==> config.mk <==
export PLATFORM = sky130hd
export DESIGN_NAME = dmem_port_arbiter
export DESIGN_NICKNAME = d
export VERILOG_FILES = /design/src/rtl/dmem_arb_pkg.sv /design/src/rtl/dmem_rr_pick.sv /design/src/rtl/dmem_port_arbiter.sv
export SDC_FILE = /design/constraint.sdc
export NUM_CORES = 1
export LEC_CHECK = 0
export CAP_MARGIN = 20
export CELL_PAD_IN_SITES_DETAIL_PLACEMENT = 2
export CELL_PAD_IN_SITES_GLOBAL_PLACEMENT = 2
export CORE_MARGIN = 3
export CORE_UTILIZATION = 21
export DETAILED_ROUTE_END_ITERATION = 6
export PLACE_DENSITY_LB_ADDON = 0.1
export SLEW_MARGIN = 10
export SYNTH_ARGS = -nofsm -noshare
export SYNTH_HDL_FRONTEND = slang
export SYNTH_HIERARCHICAL = 1
export SYNTH_SLANG_ARGS = --single-unit
==> constraint.sdc <==
create_clock -name clk -period 4.4 [get_ports clk]
set_input_delay 0.88 -clock clk [delete_from_list [all_inputs] [get_ports clk]]
set_output_delay 0.88 -clock clk [all_outputs]
set_load 0.03 [all_outputs]
==> src/rtl/dmem_arb_pkg.sv <==
// Shared widths, port ids and state encoding for the data-memory port arbiter.
package dmem_arb_pkg;

    localparam int ADDR_W = 14;
    localparam int DATA_W = 32;
    localparam int MASK_W = 4;

    localparam logic PORT_CPU = 1'b0;
    localparam logic PORT_DMA = 1'b1;

    typedef logic [2:0] arb_state_t;

    localparam arb_state_t ST_IDLE  = 3'd0;
    localparam arb_state_t ST_ISSUE = 3'd1;
    localparam arb_state_t ST_CHECK = 3'd2;
    localparam arb_state_t ST_WAIT  = 3'd3;
    localparam arb_state_t ST_RESP  = 3'd4;

    typedef struct packed {
        logic [ADDR_W-1:0] addr;
        logic [DATA_W-1:0] wdata;
        logic              we;
        logic [MASK_W-1:0] sign_mask;
    } req_fields_t;

endpackage

==> src/rtl/dmem_rr_pick.sv <==
// Two-way request picker: round-robin on ties when FAIR is nonzero, else port 0 wins.
module dmem_rr_pick
    import dmem_arb_pkg::*;
#(
    parameter int FAIR = 1
) (
    input  logic [1:0] req,
    input  logic       last_grant,
    output logic       grant_valid,
    output logic       grant_id
);

    always_comb begin
        grant_valid = |req;
        grant_id    = PORT_CPU;
        if (req == 2'b11) begin
            grant_id = (FAIR != 0) ? ~last_grant : PORT_CPU;
        end else if (req[1]) begin
            grant_id = PORT_DMA;
        end
    end

endmodule

==> src/rtl/dmem_port_arbiter.sv <==
// Shares the cached data memory's single load/store port between the CPU (port 0)
// and a DMA/debug master (port 1), re-issuing accesses after miss refills.
module dmem_port_arbiter
    import dmem_arb_pkg::*;
#(
    parameter int FAIR      = 1,
    parameter int MAX_RETRY = 4
) (
    input  logic              clk,
    input  logic              reset,
    input  logic              p0_req,
    input  logic [ADDR_W-1:0] p0_addr,
    input  logic [DATA_W-1:0] p0_wdata,
    input  logic              p0_we,
    input  logic [MASK_W-1:0] p0_sign_mask,
    output logic              p0_ack,
    output logic [DATA_W-1:0] p0_rdata,
    output logic              p0_err,
    input  logic              p1_req,
    input  logic [ADDR_W-1:0] p1_addr,
    input  logic [DATA_W-1:0] p1_wdata,
    input  logic              p1_we,
    input  logic [MASK_W-1:0] p1_sign_mask,
    output logic              p1_ack,
    output logic [DATA_W-1:0] p1_rdata,
    output logic              p1_err,
    output logic [ADDR_W-1:0] mem_addr,
    output logic [DATA_W-1:0] mem_write_data,
    output logic [MASK_W-1:0] mem_sign_mask,
    output logic              mem_memread,
    output logic              mem_memwrite,
    input  logic [DATA_W-1:0] mem_read_data,
    input  logic              mem_stall,
    output logic              busy,
    output logic [2:0]        fsm_state
);

    localparam int CNT_W = (MAX_RETRY > 0) ? $clog2(MAX_RETRY + 1) : 1;

    arb_state_t        state;
    logic              we_q;
    logic              port_q;
    logic              last_grant;
    logic [CNT_W-1:0]  retry_cnt;

    logic              grant_valid;
    logic              grant_id;
    req_fields_t       win;
    logic              hit;
    logic              give_up;
    logic              finish;
    logic [DATA_W-1:0] resp_rdata;

    dmem_rr_pick #(.FAIR(FAIR)) u_pick (
        .req         ({p1_req, p0_req}),
        .last_grant  (last_grant),
        .grant_valid (grant_valid),
        .grant_id    (grant_id)
    );

    always_comb begin
        if (grant_id == PORT_DMA) begin
            win.addr      = p1_addr;
            win.wdata     = p1_wdata;
            win.we        = p1_we;
            win.sign_mask = p1_sign_mask;
        end else begin
            win.addr      = p0_addr;
            win.wdata     = p0_wdata;
            win.we        = p0_we;
            win.sign_mask = p0_sign_mask;
        end
    end

    // An access finishes in CHECK either as a hit or when the retry budget is spent.
    always_comb begin
        hit        = !mem_stall;
        give_up    = mem_stall && (retry_cnt == CNT_W'(MAX_RETRY));
        finish     = (state == ST_CHECK) && (hit || give_up);
        resp_rdata = (hit && !we_q) ? mem_read_data : '0;
    end

    always_ff @(posedge clk or posedge reset) begin
        if (reset) begin
            state          <= ST_IDLE;
            we_q           <= 1'b0;
            port_q         <= PORT_CPU;
            last_grant     <= PORT_DMA;
            retry_cnt      <= '0;
            mem_addr       <= '0;
            mem_write_data <= '0;
            mem_sign_mask  <= '0;
            mem_memread    <= 1'b0;
            mem_memwrite   <= 1'b0;
            p0_ack         <= 1'b0;
            p0_rdata       <= '0;
            p0_err         <= 1'b0;
            p1_ack         <= 1'b0;
            p1_rdata       <= '0;
            p1_err         <= 1'b0;
        end else begin
            mem_memread  <= 1'b0;
            mem_memwrite <= 1'b0;
            p0_ack       <= 1'b0;
            p0_rdata     <= '0;
            p0_err       <= 1'b0;
            p1_ack       <= 1'b0;
            p1_rdata     <= '0;
            p1_err       <= 1'b0;

            if (finish) begin
                if (port_q == PORT_DMA) begin
                    p1_ack   <= 1'b1;
                    p1_rdata <= resp_rdata;
                    p1_err   <= !hit;
                end else begin
                    p0_ack   <= 1'b1;
                    p0_rdata <= resp_rdata;
                    p0_err   <= !hit;
                end
            end

            case (state)
                ST_IDLE: begin
                    if (grant_valid) begin
                        mem_addr       <= win.addr;
                        mem_write_data <= win.wdata;
                        mem_sign_mask  <= win.sign_mask;
                        we_q           <= win.we;
                        port_q         <= grant_id;
                        retry_cnt      <= '0;
                        mem_memread    <= !win.we;
                        mem_memwrite   <= win.we;
                        state          <= ST_ISSUE;
                    end
                end
                ST_ISSUE: state <= ST_CHECK;
                ST_CHECK: begin
                    if (finish) begin
                        state <= ST_RESP;
                    end else begin
                        retry_cnt <= retry_cnt + 1'b1;
                        state     <= ST_WAIT;
                    end
                end
                ST_WAIT: begin
                    if (!mem_stall) begin
                        mem_memread  <= !we_q;
                        mem_memwrite <= we_q;
                        state        <= ST_ISSUE;
                    end
                end
                ST_RESP: begin
                    last_grant <= port_q;
                    state      <= ST_IDLE;
                end
                default: state <= ST_IDLE;
            endcase
        end
    end

    assign busy      = (state != ST_IDLE);
    assign fsm_state = state;

endmodule

==> run_1/layer_met1.png <==
Scale bar: 50 um.
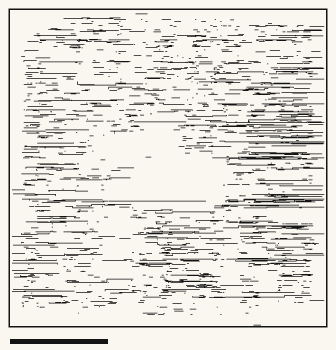
wire length on this layer: 7200 um
nets with wire on the layer: 707
share of all routed wire: 40%

==> run_1/layer_met2.png <==
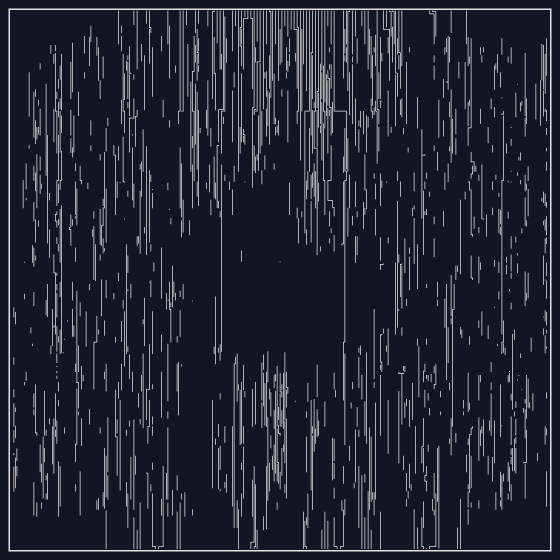
longest straight run: 55.8 um
main direction: vertical
share of all routed wire: 47%
nets with wire on the layer: 762
wire length on this layer: 8470 um

==> results.ini, run 1 <==
[status]
outcome=complete, no violations

[clock_tree]
clkTransAtPathRegs_ns=0.06
clockRootBuffer=clkbuf_16
cts_buffers=17
h-tree-depth=4
cts_resized=0
clock_latency_ns=0.41

[route]
ant_nets=0

[sta]
finalHoldViolCount=0
slew_headroom_pct=52.30
setup_viol=0
period_minus_slack_ns=2.801
whs_ns=0.4838
setup_tns_ns=0
tightest_slew_ns=0.7056
fmaxAchievable_mhz=357.0

[run]
warnings=28
drv_cap=0

[place]
finalWeightedCongestion=0.7289
hpwl_um=13360
placed_area_um2=8036

[global_route]
antenna_found_initial=3
grt_max_degree=106

[logic_synthesis]
syn_area_per_cell_um2=12.00
yosysSeqAreaShare_pct=63.74
ys_cells=422
syn_inst=422
synth_chip_area_um2=5066
synth_cell_types=37
syn-cell-area_um2=5066

[cells_and_area]
nNetsFinal=821
layout-drive-gt1-share_pct=6.494
n_fill_cell=2530
layout_top_cells=clkdlybuf4s50_1 (262), dfrtp_1 (128), and2_1 (66)
synthToLayoutAreaGrowth_pct=71.33

[critical_path]
worst_ep_required_time_ns=3.52
timing.critical_path.buf_inv=1
end_kind=output pin
r2r_slack_ns=2.39
critPathLaunchType=flop
crit_fanout=12
worstPathCellList=or3_1 > clkdlybuf4s50_1

[die]
chipHeight_um=161.3
coreArea_um2=23610
ios=263
fp_util_pct=21.46

[pwr]
power.density_nw_per_um2=596.6
p_leak_nw=3.824
peakVddDrop_uv=220.9

==> run_1/layer_met3.png <==
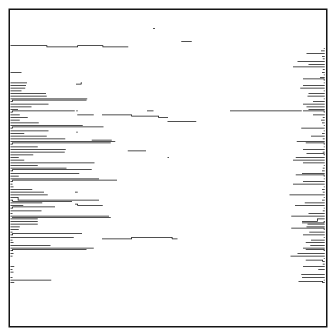
longest straight run: 53.1 um
share of all routed wire: 12%
main direction: horizontal
wire length on this layer: 2250 um
nets with wire on the layer: 165

-- run 1: where the power goes --
group          internal [mW]  switching (mW)
clock network          0.900           0.572
logic                  0.843            1.19
registers               1.49           0.188
-- run 1: cell usage after synthesis --
cell	number	area share (%)
a21bo_2	1	0.20
a21boi_0	1	0.15
a21boi_1	2	0.30
a21oi_1	2	0.20
a311oi_1	1	0.17
and2_1	66	8.2
and3_1	1	0.12
buf_2	10	0.99
buf_4	1	0.15
buf_6	4	0.89
clkbuf_1	14	1.0
dfrtp_1	128	63
dfstp_2	1	0.52
ha_1	2	0.49
inv_1	6	0.44
mux2_2	1	0.22
mux2i_1	51	10
nand2_1	56	4.1
nand3_1	2	0.20
nand3b_1	1	0.15
nor2_1	2	0.15
nor2b_1	1	0.12
nor3_1	2	0.20
nor3b_1	1	0.15
nor4_2	1	0.25
nor4b_1	1	0.17
nor4b_4	1	0.47
o2111ai_1	1	0.17
o211ai_1	2	0.30
o21ai_0	1	0.099
o21ai_1	51	5.0
o31ai_1	1	0.15
o32ai_1	1	0.17
or2_1	1	0.12
or3_1	2	0.25
or3b_1	1	0.17
or4b_1	1	0.20
-- run 1: per-layer routing --
metal / vias to the layer above / GRT usage (%) / wire length [um]
met1: 2073 / 16.20 / 7203
met2: 183 / 22.06 / 8474
met4: 2 / 4.576 / 160
met3: 13 / 8.284 / 2249
li1: 1928 / - / -
met5: - / 0 / 13
-- run 1: stage by stage --
stage               setup WS [ns]  instances  utilization (%)
floorplan                 0.08066        422                -
global route                1.488       1014            36.75
detailed placement          1.331        979            34.03
finish                      1.599       1015            36.76
global placement            1.359        979            34.03
CTS                         1.558       1011            36.61
-- run 1: path summary, 6_finish.rpt --
path	to	depth (start not counted)	startpoint
worst max register to register	p1_rdata[14]	4	fsm_state[1]
worst max-delay path	busy	2	fsm_state[1]
min in group asynchronous	p1_rdata[15]	2	reset
worst min-delay path	mem_addr[1]	2	mem_addr[1]
worst min register to register	mem_addr[1]	2	mem_addr[1]
max in group asynchronous	last_grant	3	reset
-- run 1: tightest hold or removal path: stages (launching register included) --
cell and delay [ns]:
dfrtp_1 0.33, nand2_1 0.05, o21ai_1 0.06
-- run 1: cell families (layout without fill, tap and decap cells) --
kind of cell	count (synthesis)	count (layout)	synth area share, %
simple gates	140	140	15.02
flops	129	129	63.74
compound gates	64	64	6.940
mux	52	52	10.30
buf+inv	35	306	3.507
fa+ha+maj	2	2	0.4939
other cells	0	3	0
-- run 1: final cells by class --
cell class | count | area (um^2) | share of cell area, %
multi-input cells | 258 | 1683 | 19.39
diodes | 3 | 7.507 | 0.08649
clock buffers | 18 | 429.2 | 4.945
well taps | 319 | 399.1 | 4.599
flip-flops and latches | 129 | 3229 | 37.21
clock inverters | 14 | 178.9 | 2.061
inverters | 6 | 27.53 | 0.3171
repair buffers | 268 | 2725 | 31.40
-- run 1: state kept, by name, indices dropped and copies added (netlist names) --
register and flops:
p1_err 1, we_q 1, mem_write_data 32, last_grant 1, mem_addr 14, port_q 1
p0_ack 1, p0_err 1, p1_ack 1, p1_rdata 32, mem_memread 1, mem_memwrite 1
fsm_state 3, retry_cnt 3, mem_sign_mask 4, p0_rdata 32
==> run_1/congestion.png <==
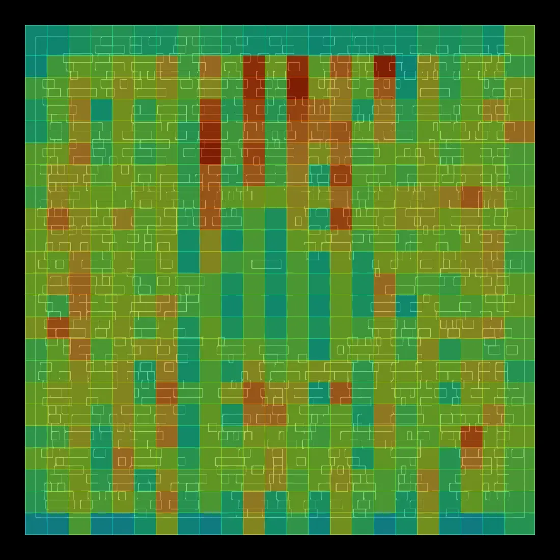

==> run 1 -> run 2 <==
- CORE_UTILIZATION: 21 -> 23
- clock period: 4.4 -> 2.85 ns (I/O delays scaled with it)
==> run_2/congestion.png <==
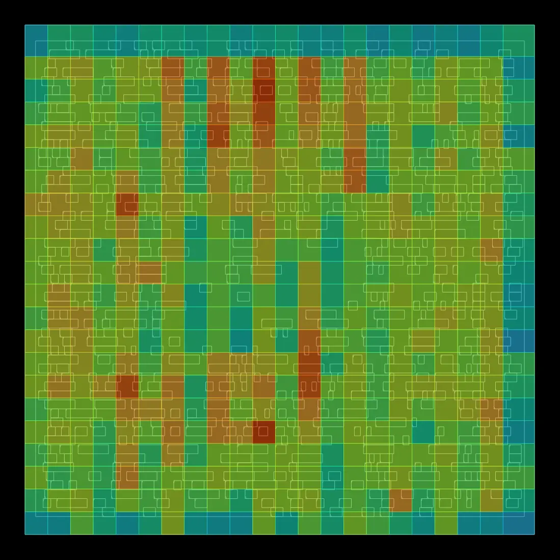
aggregate global-route resource usage: 14.61%
drt wl/cell: 17.76 um
global routing usage on met3: 8.870%
gr busiest metal: met2
final core utilization: 40.48%

==> run_2/layer_met3.png <==
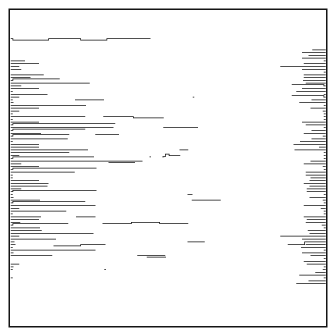
nets with wire on the layer: 163
longest straight run: 64.2 um
main direction: horizontal
share of all routed wire: 12%

==> run 2 against run 1 <==
  * Flip-flop count unchanged
  * Final area down 0.42%
  * Clock power up 59%
  * Wire length down 4.7%
  * Register-to-register slack worse by 1.6 ns
  * Largest cell class unchanged
  * Final cell count down 4.3%
  * Critical endpoint unchanged
  * Global-route usage up 0.51 points
==> results.ini, run 2 <==
[status]
outcome=complete, no violations

[place]
hpwl_um=12950
finalWeightedCongestion=0.7615

[cells_and_area]
top_regs=mem_write_data (32), p0_rdata (32), p1_rdata (32)
layout_top_cells=clkdlybuf4s50_1 (262), dfrtp_1 (128), and2_1 (66)
n_fill_cell=2214
nNetsFinal=824

[die]
fp_util_pct=23.73
coreArea_um2=21350

[logic_synthesis]
ys_cells=422
async_reset_ff_share_pct=100.0
synth_chip_area_um2=5066
synth_cell_types=37
syn_area_per_cell_um2=12.00
synth-main-ff-cell=dfrtp_1
area_leaders=dfrtp_1 (63%), mux2i_1 (10%), and2_1 (8.2%)
synth.top_cell.area_share_pct=63.23
top_cells_by_count=dfrtp_1 (128), and2_1 (66), nand2_1 (56)

[critical_path]
worst_ep_required_time_ns=2.28
ff2ff_path_depth=4
end_kind=output pin
cp-startpoint=fsm_state[1]
crit_fanout=12
r2r_slack_ns=0.84

[run]
drv_cap=0

[sta]
post-route-worst-setup-slack_ns=0.3499
slew_headroom_pct=52.81
finalHoldViolCount=0
period_minus_slack_ns=2.500
setup_viol=0

[pwr]
p_leak_nw=3.835
peakVddDrop_uv=411.6
power.density_nw_per_um2=930.0

[clock_tree]
clock_latency_ns=0.42
clkTransAtPathRegs_ns=0.06
clockRootBuffer=clkbuf_16
cts_buffers=17
cts_resized=0

[global_route]
grt_max_degree=69
antenna_found_initial=2

==> run_2/layer_met1.png <==
Scale bar: 50 um.
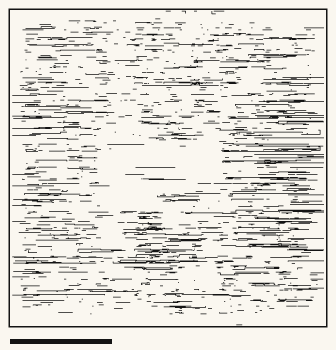
share of all routed wire: 40%
wire length on this layer: 6880 um
nets with wire on the layer: 712

[run 2: cell counts after synthesis]
Identical to the previous run, type by type.
[run 2: cell type report]
cell class / instances / area [um^2] / area share [%]
clock inverters: 14 / 203.9 / 2.360
inverters: 6 / 26.28 / 0.3040
flip-flops and latches: 129 / 3229 / 37.36
clock buffers: 18 / 429.2 / 4.965
well taps: 275 / 344.1 / 3.981
repair buffers: 271 / 2728 / 31.56
multi-input cells: 258 / 1683 / 19.47
[run 2: where the power goes]
group / total, mW / internal (mW) / switching (mW)
sequential: 2.60 / 2.30 / 0.301
clock: 2.34 / 1.48 / 0.858
combinational: 3.10 / 1.28 / 1.82
total: 8.04 / 5.06 / 2.98
[run 2: routing by layer]
layer | vias up | global-route usage, % | wire length (um)
met5 | - | 0 | 21
met4 | 4 | 3.406 | 163
met3 | 18 | 8.870 | 2137
met2 | 182 | 23.48 | 8041
met1 | 2059 | 16.67 | 6879
li1 | 1929 | - | -
[run 2: how the worst min path moves through the flow]
stage | start | endpoint | cells after the start
6_report | mem_write_data[18] | mem_write_data[18] | 2
5_1_grt | mem_write_data[4] | mem_write_data[4] | 2
4_1_cts | mem_write_data[18] | mem_write_data[18] | 2
3_5_place_dp | mem_write_data[4] | mem_write_data[4] | 2
3_3_place_gp | mem_addr[2] | mem_addr[2] | 2
2_1_floorplan | port_q | p0_ack | 1
[run 2: critical path, cell delays in order, from the launching register on]
cell and delay, ns:
dfrtp_1 0.51, or3_1 0.41, clkdlybuf4s50_1 0.60
[run 2: kinds of logic after synthesis]
kind of cell             share of synthesized area [%]
multiplexers                                     10.30
adder cells (fa/ha/maj)                         0.4939
AND/OR/NAND/NOR                                  15.02
AND-OR/OR-AND                                    6.940
flip-flops                                       63.74
buffers and inverters                            3.507
[run 2: stage by stage]
step           cells  util (%)  hold WS [ns]  cell area [um^2]
5_1_grt          971     40.48        0.5200              8643
3_3_place_gp     939     37.51        0.4659              8010
2_1_floorplan    422         -        0.5104              5070
3_5_place_dp     939     37.51        0.4787              8010
4_1_cts          971     40.48        0.4930              8643
6_report         971     40.48        0.4878              8643
Power is estimated from default activity; no workload was simulated.
